## src/rtl/mem_arbiter.sv

```systemverilog
// Two-requester refill arbiter: grants the icache or the dcache the shared memory port and
// sequences one LINE_WORDS burst. Define MEM_ARB_RR_EN for round-robin, else dcache has priority.
module mem_arbiter #(
    parameter int LINE_WORDS = 4,
    parameter int ADDR_W     = 32
) (
    input  logic              clk,
    input  logic              rstn,
    input  logic              i_req,
    input  logic [ADDR_W-1:0] i_addr,
    output logic [31:0]       i_rdata,
    output logic              i_rvalid,
    output logic              i_rlast,
    input  logic              d_req,
    input  logic              d_we,
    input  logic [ADDR_W-1:0] d_addr,
    input  logic [31:0]       d_wdata,
    output logic              d_wready,
    output logic [31:0]       d_rdata,
    output logic              d_rvalid,
    output logic              d_rlast,
    output logic              m_req,
    output logic              m_we,
    output logic [ADDR_W-1:0] m_addr,
    input  logic              m_ready,
    input  logic [31:0]       m_rdata,
    input  logic              m_rvalid,
    input  logic              m_rlast,
    output logic [31:0]       m_wdata,
    output logic              m_wvalid,
    output logic              m_wlast,
    input  logic              m_wready,
    output logic [1:0]        grant,
    output logic              err
);
    localparam int CNT_W = $clog2(LINE_WORDS);
    localparam logic [CNT_W-1:0] LAST_BEAT = CNT_W'(LINE_WORDS - 1);
    localparam logic [1:0] G_NONE = 2'b00;
    localparam logic [1:0] G_I    = 2'b01;
    localparam logic [1:0] G_D    = 2'b10;

    typedef enum logic [1:0] {IDLE, ADDR, RDATA, WDATA} state_e;

    state_e           state_q, state_d;
    logic [1:0]       grant_q, grant_d;
    logic [CNT_W-1:0] cnt_q, cnt_d;
    logic             err_q, err_d;
    logic [1:0]       pick;
    logic             last_beat;

    assign last_beat = (cnt_q == LAST_BEAT);

`ifdef MEM_ARB_RR_EN
    // pref_i_q set means the icache wins a tie; it flips toward whoever was not granted last.
    logic pref_i_q, pref_i_d;

    assign pick = (i_req && (!d_req || pref_i_q)) ? G_I : G_D;

    always_comb begin
        pref_i_d = pref_i_q;
        if (state_q == IDLE && (i_req || d_req)) begin
            pref_i_d = (pick == G_D);
        end
    end

    always_ff @(posedge clk) begin
        if (rstn) begin
            pref_i_q <= 1'b1;
        end else begin
            pref_i_q <= pref_i_d;
        end
    end
`else
    assign pick = d_req ? G_D : G_I;
`endif

    always_ff @(posedge clk) begin
        if (rstn) begin
            state_q <= IDLE;
            grant_q <= G_NONE;
            cnt_q   <= '0;
            err_q   <= 1'b0;
        end else begin
            state_q <= state_d;
            grant_q <= grant_d;
            cnt_q   <= cnt_d;
            err_q   <= err_d;
        end
    end

    always_comb begin
        state_d = state_q;
        grant_d = grant_q;
        cnt_d   = cnt_q;
        err_d   = err_q;
        case (state_q)
            IDLE: begin
                grant_d = G_NONE;
                cnt_d   = '0;
                if (i_req || d_req) begin
                    state_d = ADDR;
                    grant_d = pick;
                end
            end
            ADDR: begin
                cnt_d = '0;
                if (m_ready) begin
                    state_d = (grant_q == G_D && d_we) ? WDATA : RDATA;
                end
            end
            RDATA: begin
                if (m_rvalid) begin
                    cnt_d = cnt_q + CNT_W'(1);
                    if (m_rlast != last_beat) begin
                        err_d = 1'b1;
                    end
                    if (last_beat) begin
                        state_d = IDLE;
                        grant_d = G_NONE;
                    end
                end
            end
            WDATA: begin
                if (m_wready) begin
                    cnt_d = cnt_q + CNT_W'(1);
                    if (last_beat) begin
                        state_d = IDLE;
                        grant_d = G_NONE;
                    end
                end
            end
            default: state_d = IDLE;
        endcase
    end

    // Read beats reach a side only while it still holds its request; a dropped burst drains silently.
    always_comb begin
        m_req    = 1'b0;
        m_we     = 1'b0;
        m_addr   = '0;
        m_wdata  = '0;
        m_wvalid = 1'b0;
        m_wlast  = 1'b0;
        i_rdata  = '0;
        i_rvalid = 1'b0;
        i_rlast  = 1'b0;
        d_rdata  = '0;
        d_rvalid = 1'b0;
        d_rlast  = 1'b0;
        d_wready = 1'b0;
        case (state_q)
            ADDR: begin
                m_req  = 1'b1;
                m_we   = (grant_q == G_D) && d_we;
                m_addr = (grant_q == G_D) ? d_addr : i_addr;
            end
            RDATA: begin
                if (grant_q == G_I) begin
                    i_rdata  = m_rdata;
                    i_rvalid = m_rvalid && i_req;
                    i_rlast  = m_rvalid && i_req && last_beat;
                end else begin
                    d_rdata  = m_rdata;
                    d_rvalid = m_rvalid && d_req;
                    d_rlast  = m_rvalid && d_req && last_beat;
                end
            end
            WDATA: begin
                m_wdata  = d_wdata;
                m_wvalid = 1'b1;
                m_wlast  = last_beat;
                d_rlast  = last_beat;
                d_wready = m_wready;
            end
            default: ;
        endcase
    end

    assign grant = grant_q;
    assign err   = err_q;
endmodule

```

## config.mk

```make
export PLATFORM = sky130hd
export DESIGN_NAME = mem_arbiter
export DESIGN_NICKNAME = d
export VERILOG_FILES = /design/src/rtl/mem_arbiter.sv
export SDC_FILE = /design/constraint.sdc
export NUM_CORES = 1
export LEC_CHECK = 0
export ABC_AREA = 1
export CAP_MARGIN = 20
export CORE_AREA = 2 2 108 110
export CTS_CLUSTER_DIAMETER = 120
export CTS_CLUSTER_SIZE = 8
export DETAILED_ROUTE_END_ITERATION = 10
export DIE_AREA = 0 0 110 112
export DONT_BUFFER_PORTS = 1
export GPL_ROUTABILITY_DRIVEN = 0
export SYNTH_ARGS = -nofsm -noshare
export SYNTH_HDL_FRONTEND = slang
export SYNTH_SLANG_ARGS = --single-unit
```

## constraint.sdc

```tcl
create_clock -name clk -period 3.1 [get_ports clk]
set_input_delay 0.62 -clock clk [delete_from_list [all_inputs] [get_ports clk]]
set_output_delay 0.62 -clock clk [all_outputs]
set_load 0.05 [all_outputs]
```

==> results.toml, run 1 <==
# physical design summary
[clock_network]
hold_buffers = 0
cts_buffer_depth = 2
cts_made_buffers = 3
clk_pin_slew_ns = 0.04
clock-sinks = 7
cts_tree = "built"
htree_levels = 1
worstSkewPairLatency_ns = 0.23
root_buffer = "clkbuf_16"

[global_routing]
overflow = 0
grt_util_all_layers_pct = 11.0

[timing]
slew_violations = 0
setup_tns_ns = 0
relSlewSlack_pct = 37.9
worst_pin_slew_ns = 0.931
layout_min_cycle_time_ns = 2.61
fin_skew_ns = 0.00431
holdWs_ns = 0.456

[synth]
most_common_cell = "nor2_1"
yosysWarnings = 0
edf_count = 0
xor_area_share_pct = 0.417
avgSynthCellArea_sq_um = 5.81
synth-compound-area-share_pct = 9.60
synth_nets = 499
simple_gate_area_share_pct = 58.1
ys_area_sq_um = 2100
synth.distinct_cells = 29
async_flop_share_pct = 0
top_logic_kind = "simple AND/OR/NAND/NOR gates"
yosysTopAreaCell = "nor3_2"
synth_stat.cells = 361
syn-cell-area_sq_um = 2100
synth_cells = 361

[worst_setup_path]
rr_endpoint = "cnt_q[1]"
critical_path.endpoint = "d_rdata[31]"
worstSetupPathType = "flop to primary output"
cp_cell_sequence = "nor2_8 > inv_4 > nor3_1 > buf_4"
end_kind = "primary output"
worstRegToRegCells = 5
crit_path_max_fanout = 64
worstPathArrival_ns = 1.99

[layout]
layout.cells.non_filler = 625
logic_area_sq_um = 1450
nets = 621

[route]
drtIter0Drc = 63
vias = 2638
drc = 0
routed_wl_mm = 7.84
drtAntennaViolNets = 0
viasPerCell = 4.22
firstDrtPassIters = 3

[pwr]
pwr-share-clk_pct = 6.8
comb-power_mw = 2.87
power.leakage_nw = 1.78
power_leader = "combinational logic"
p_switching_mw = 2.28

[placed_design]
place_inst = 621

[worst_hold_path]
hold_path_class = "input pin to flop"

[job]
warnings = 26

[status]
outcome = "finished clean"
[run 1: worst min path at each step]
stage | startpoint | to | slack, ns | cells after the start
final | rstn | cnt_q[1] | 0.46 | 1
after global routing | rstn | err | 0.46 | 1
after CTS | rstn | cnt_q[1] | 0.45 | 1
after detailed placement | cnt_q[1] | cnt_q[1] | 0.46 | 2
after global placement | cnt_q[1] | cnt_q[1] | 0.45 | 2
after floorplan | cnt_q[1] | cnt_q[1] | 0.44 | 2
[run 1: per-layer routing]
| metal | global-route usage (%) | wire length (um) | share of wire [%] |
|---|---|---|---|
| met2 | 21.7 | 4060 | 52 |
| met3 | 2.93 | 839 | 11 |
| met5 | 0 | 0 | 0 |
| met4 | 2.11 | 69 | 0.88 |
| met1 | 11.2 | 2870 | 37 |
[run 1: layout by cell type (no fill, tap or decap), types with 2 or more instances in the layout]
master     netlist  layout
dfxtp_1          7       7
nand3_1          4       4
inv_2            4       4
inv_1           74      74
nand2_2          3       3
o21ai_1          7       7
buf_4            1     143
o21ai_0         29      29
nand2_4          2       2
nor2_1         108     108
nand2_1         13      13
nor3_1           8       7
a21oi_1          3       3
nor3_2          60      61
inv_4            2       2
clkbuf_16        0       3
[run 1: cell type report]
| class | instances | share of cell area (%) |
|---|---|---|
| multi-input combinational | 247 | 44.9 |
| timing repair buffer | 143 | 33.1 |
| inverter | 81 | 9.69 |
| tap | 143 | 5.52 |
| sequential | 7 | 4.33 |
| clock buffer | 4 | 2.43 |
[run 1: state kept, by name, summed over array words and instances (netlist names)]
register and cells:
grant 2, state_q 2, err 1, cnt_q 2
[run 1: worst max-delay path, delay by kind of cell, from the launching register on]
family	cells	cell delay, ns
simple gates	2	0.21
flops	1	0.62
buf+inv	2	0.89
Figure 1. Drive-strength map (run 1).
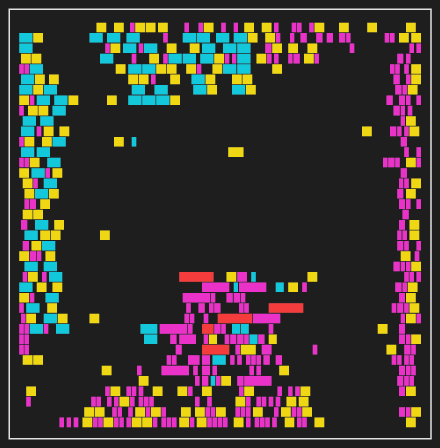
legend:
  red:
    size: x6 and larger
    cells: 5
    share: 1.0%
  magenta:
    size: x1 and smaller
    cells: 259
    share: 54%
  cyan:
    size: x2
    cells: 71
    share: 15%
  yellow:
    size: x3 and x4
    cells: 147
    share: 30%
setup ws final: 0.490 ns
Layout area overhead: 54.4%

Figure 2. Local utilization (run 1).
11 x 11 tiles, from black (low) to pale yellow (high), 0 to 100% covered.
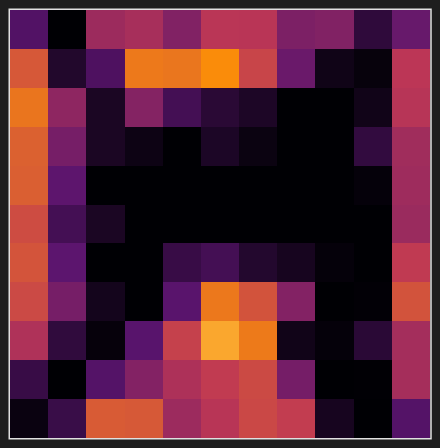
nearly empty tiles: 29%
emptiest ninth of the die: middle
mean over tiles: 25%
Core Area: 11200 sq um
core occupancy in the finished layout: 29.0%
fp util: 18.8%

Figure 3. Nets reached from selected ports (run 1).
The bar under the picture is 20 um long.
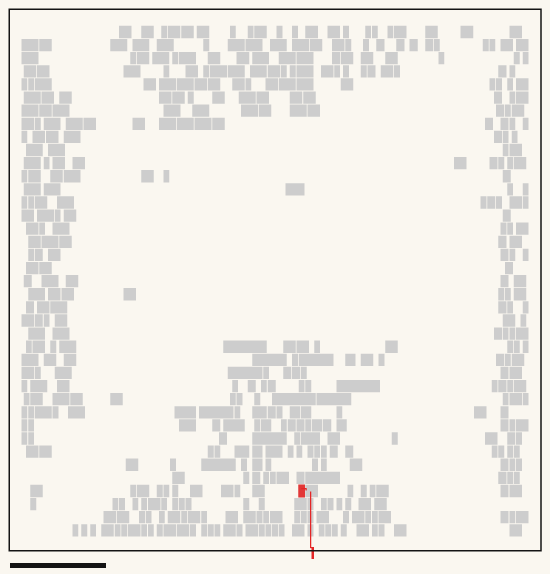
legend:
  red:
    port: d_wready
    bits: 1
    direction: output
    end_cells: 1
    wire: 13.4 um
PortBufs: 0
IO Pins: 277

Figure 4. Placement by cell class (run 1).
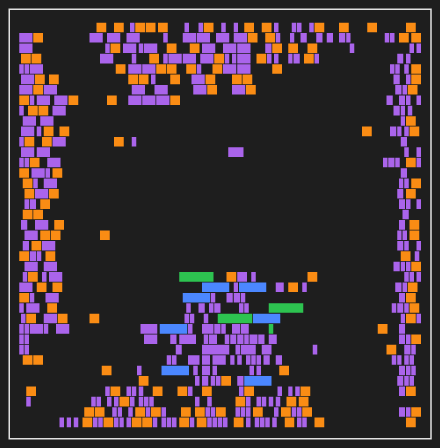
legend:
  purple:
    class: remaining logic cells
    cells: 328
    share_of_their_area: 58%
  blue:
    class: registers
    cells: 7
    share_of_their_area: 4.6%
  orange:
    class: remaining buffers and delay cells
    cells: 143
    share_of_their_area: 35%
  green:
    class: clock drivers and dummy loads
    cells: 4
    share_of_their_area: 2.6%
post-route cell area: 3240 sq um
sequential cell area share: 4.33%

Figure 5. Congestion heat map (run 1).
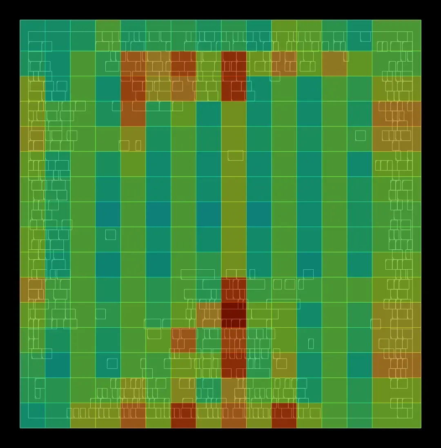

==> run 2: changes to the inputs <==
clock period = 2.3 ns   (was 3.1 ns; I/O delays follow)
Figure 6. Congestion heat map (run 2).
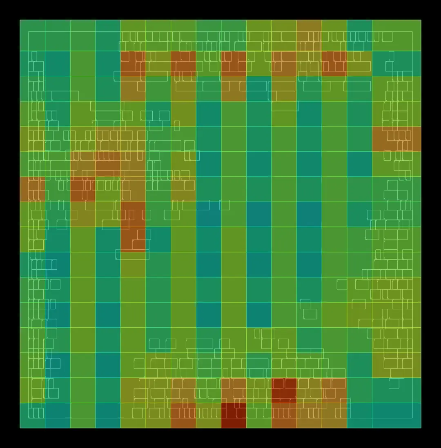
Global Route met3 Usage: 1.76%
GR Util met1: 12.8%
gr busiest metal: met2
gr usage total: 11.6%
GR met2 Demand/Resource: 22.4%

==> run 2 against run 1 <==
Die size is the same; final cell count rose by 0.64%; clock skew decreased by 0.0017 ns; register-to-register slack got worse by 0.78 ns; worst hold slack worse by 0.17 ns; cell area rose by 12%; routed wire length grew 1.7%; utilization rose by 3.6 points; sequential share of layout area down 0.44 points; global-route usage is 0.63 points higher; critical path type unchanged; critical endpoint is now d_rdata[11].
==> results.toml, run 2 <==
# physical design summary
[route]
vias = 2716
viasPerCell = 4.32
drtIter0Drc = 85
top_layer = "met4"
routed_wl_mm = 7.98
wl_met3_um = 704
drt-met1-wl_mm = 2.91

[pwr]
seq_power_share_pct = 4.9
p_switching_mw = 3.19
power.leakage_nw = 1.88
pwr-share-clk_pct = 6.2

[layout]
mostFrequentLayoutCells = "123 x buf_4, 88 x nor2_1, 74 x inv_1, 64 x nor3_2, 29 x o21ai_0"
logic_area_sq_um = 1520
syn_to_final_growth_pct = 73.4
layout.cells.most_common = "buf_4"
final_area_sq_um = 3640

[clock_network]
root_buffer = "clkbuf_16"
htree_levels = 1
worstSkewPairLatency_ns = 0.24
post_cts_buffers = 0
hold_buffers = 0
cts_tree = "built"
clk_pin_slew_ns = 0.04
clock-sinks = 7
cts_made_buffers = 3
cts_buffer_depth = 2

[synth]
ys_area_sq_um = 2100
edf_count = 0
synth_cells = 361
yosysTopAreaCell = "nor3_2"
synth.distinct_cells = 29
avgSynthCellArea_sq_um = 5.81
syn-cell-area_sq_um = 2100
synth_stat.cells = 361
synth_nets = 499
most_common_cell = "nor2_1"

[timing]
setup_ws_ns = 0.135
layout_min_cycle_time_ns = 2.16
setup_tns_ns = 0
relSlewSlack_pct = 43.2
fin_skew_ns = 0.00262

[placed_design]
dpl.hpwl_mm = 6.83
io_buffers = 0

[worst_setup_path]
rr_endpoint = "state_q[0]"
cp_top_family = "buffers and inverters"
worstRegToRegCells = 8
worstPathArrival_ns = 1.70
crit_cells = 4
crit_path_max_fanout = 32
worstSetupPathType = "flop to primary output"
critical_path.endpoint = "d_rdata[11]"
cp_cell_sequence = "nand2_4 > inv_2 > nor3_2 > buf_4"
cp_num_buf_inv = 2

[floorplan]
ios = 277
core_area_sq_um = 11200
dieArea_sq_um = 12300

[status]
outcome = "finished clean"

[global_routing]
overflow = 0

[worst_hold_path]
worst_hold_path.num_cells = 1
hold_path_class = "input pin to flop"

[job]
warnings = 27
run 2: cell families (layout without fill, tap and decap cells):
kind of cell | count (synthesis) | count (layout) | share of synthesized area, %
buf+inv | 107 | 232 | 24.6
compound gates | 40 | 40 | 9.60
fa+ha+maj | 1 | 1 | 0.596
flops | 7 | 7 | 6.68
simple gates | 205 | 205 | 58.1
xor+xnor | 1 | 1 | 0.417
run 2: how the worst min path moves through the flow:
stage	start	to	slack [ns]
final	rstn	cnt_q[1]	0.29
after global routing	rstn	cnt_q[1]	0.29
after CTS	rstn	cnt_q[1]	0.29
after detailed placement	cnt_q[1]	cnt_q[1]	0.46
after global placement	cnt_q[1]	cnt_q[1]	0.46
after floorplan	cnt_q[1]	cnt_q[1]	0.44
run 2: layout make-up:
| class | instances | share of cell area (%) |
|---|---|---|
| Multi-Input combinational cell | 247 | 41.7 |
| Sequential cell | 7 | 3.89 |
| Timing Repair Buffer | 147 | 38.6 |
| Clock buffer | 4 | 2.17 |
| Inverter | 81 | 8.70 |
| Tap cell | 143 | 4.92 |
run 2: metrics by stage:
step / utilization (%) / std cells / power, mW / hold WS (ns)
6_report: 32.6 / 629 / 4.92 / 0.291
3_3_place_gp: 31.8 / 625 / 4.63 / 0.456
4_1_cts: 32.5 / 629 / 4.97 / 0.286
2_1_floorplan: - / 361 / 3.44 / 0.442
3_5_place_dp: 31.8 / 625 / 4.64 / 0.461
5_1_grt: 32.6 / 629 / 5.20 / 0.285
run 2: power by group through the flow:
| stage | logic, mW | clock network (mW) | registers [mW] |
|---|---|---|---|
| after floorplan | 3.16 | 0 | 0.272 |
| after global placement | 4.39 | 0 | 0.237 |
| after detailed placement | 4.40 | 0 | 0.242 |
| after CTS | 4.41 | 0.316 | 0.241 |
| after global routing | 4.63 | 0.319 | 0.249 |
| final | 4.37 | 0.306 | 0.241 |
Figure 7. Drive-strength map (run 2).
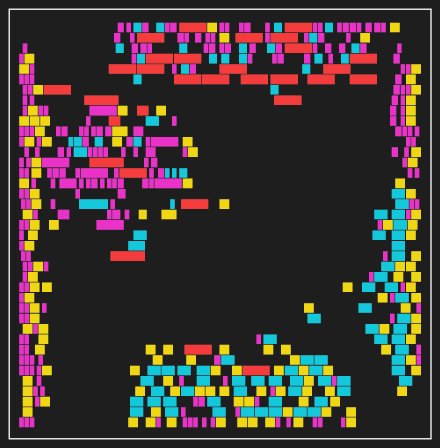

==> run 3: changes to the inputs <==
CELL_PAD_IN_SITES_DETAIL_PLACEMENT = 0   (was unset)
CELL_PAD_IN_SITES_GLOBAL_PLACEMENT = 1   (was unset)
PLACE_DENSITY_LB_ADDON = 0.1   (was unset)
REMOVE_ABC_BUFFERS = 1   (was unset)
Figure 8. Drive-strength map (run 3).
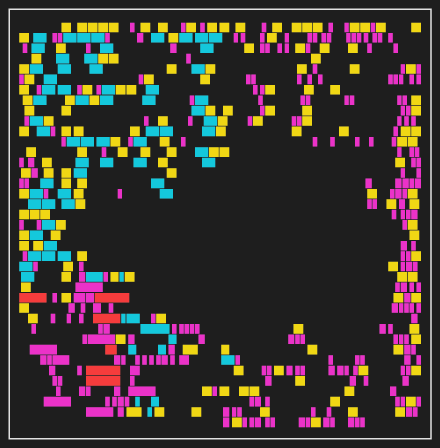
setup ws final: 0.160 ns
post-route cell area: 3310 sq um
Buffers, non-clock: 150
Layout area overhead: 57.5%

==> run 3 against run 2 <==
Non-clock buffer count is 3 higher; utilization fell by 3.0 points; fmax increased by 1.2%; global-route usage grew 0.79 points; sequential cell count did not move; critical path depth unchanged; clock skew grew 0.0012 ns; via count down 1.7%; die size stayed put; routed wire length rose by 7.6%; cell area decreased by 9.1%; critical path type unchanged; largest power group unchanged.
==> results.toml, run 3 <==
# physical design summary
[clock_network]
worstSkewPairLatency_ns = 0.23
clk_pin_slew_ns = 0.04
cts_buffer_depth = 2
root_buffer = "clkbuf_16"
cts_tree = "built"
post_cts_buffers = 0

[synth]
most_common_cell = "nor2_1"
top_logic_kind = "simple AND/OR/NAND/NOR gates"
syn-cell-area_sq_um = 2100
edf_count = 0
ys_area_sq_um = 2100
synth_cells = 361
fa_ha_area_share_pct = 0.596

[route]
drc = 0
viasPerCell = 4.22
drtIter0Drc = 87
wl_met2_mm = 4.62
vias = 2670
routed_wl_mm = 8.58
wl_met3_um = 852

[floorplan]
core_area_sq_um = 11200
dieArea_sq_um = 12300
ios = 277

[worst_setup_path]
cp_cell_sequence = "nand2_4 > inv_2 > nor3_1 > buf_4"
crit_path_max_fanout = 32
worstRegToRegCells = 8
rr_endpoint = "state_q[0]"
end_kind = "primary output"

[global_routing]
met3_usage_pct = 2.58
met1_usage_pct = 12.8
overflow = 0

[timing]
worst_pin_slew_ns = 0.851
layout_min_cycle_time_ns = 2.14
fin_skew_ns = 0.00382

[worst_hold_path]
worst_hold_path.num_cells = 1
min_to = "cnt_q[1]"

[placed_design]
dpl.hpwl_mm = 7.11
io_buffers = 0

[job]
warnings = 25

[status]
outcome = "finished clean"
## run 3: final cells by class
class                      instances  share of cell area [%]
tap                              143                    5.41
sequential                         7                    4.28
multi-input combinational        247                    44.0
clock buffer                       4                    2.38
inverter                          81                    9.50
timing repair buffer             150                    34.4
## run 3: power by group
part | internal (mW) | switching [mW] | total (mW) | leakage (nW)
Combinational | 0.997 | 2.93 | 3.93 | 1.72
Sequential | 0.169 | 0.0770 | 0.246 | 0.0579
Clock | 0.231 | 0.0675 | 0.298 | 0.0382
Total | 1.40 | 3.08 | 4.47 | 1.81
## run 3: stage by stage
stage | setup WS [ns] | instance area (sq um) | hold WS, ns | utilization [%] | TNS [ns]
floorplan | -0.855 | 1900 | 0.442 | - | -37.12
global placement | 0.296 | 3230 | 0.451 | 28.9 | 0
detailed placement | 0.261 | 3230 | 0.455 | 28.9 | 0
CTS | 0.00346 | 3300 | 0.291 | 29.6 | 0
global route | 0.0227 | 3310 | 0.296 | 29.6 | 0
finish | 0.160 | 3310 | 0.292 | 29.6 | 0
## run 3: cells by family (layout without fill, tap and decap cells)
| kind of cell | after synthesis | in the layout |
|---|---|---|
| and+or+nand+nor | 205 | 205 |
| DFF | 7 | 7 |
| AOI/OAI and AO/OA | 40 | 40 |
| buffers and inverters | 107 | 235 |
| xor gates and xnor gates | 1 | 1 |
| adders and majority gates | 1 | 1 |
## run 3: worst max-delay path, delay by kind of cell, from the launching register on
family / cells / cell delay, ns
buffers and inverters: 2 / 0.85
flip-flops: 1 / 0.40
AND/OR/NAND/NOR: 2 / 0.20
## run 3: what timing repair did
item                                    CTS  global route
endpoints found under the hold margin     0             0
gates resized                             0             1
endpoints found under the setup margin    0            69
Power and IR drop assume default switching activity.
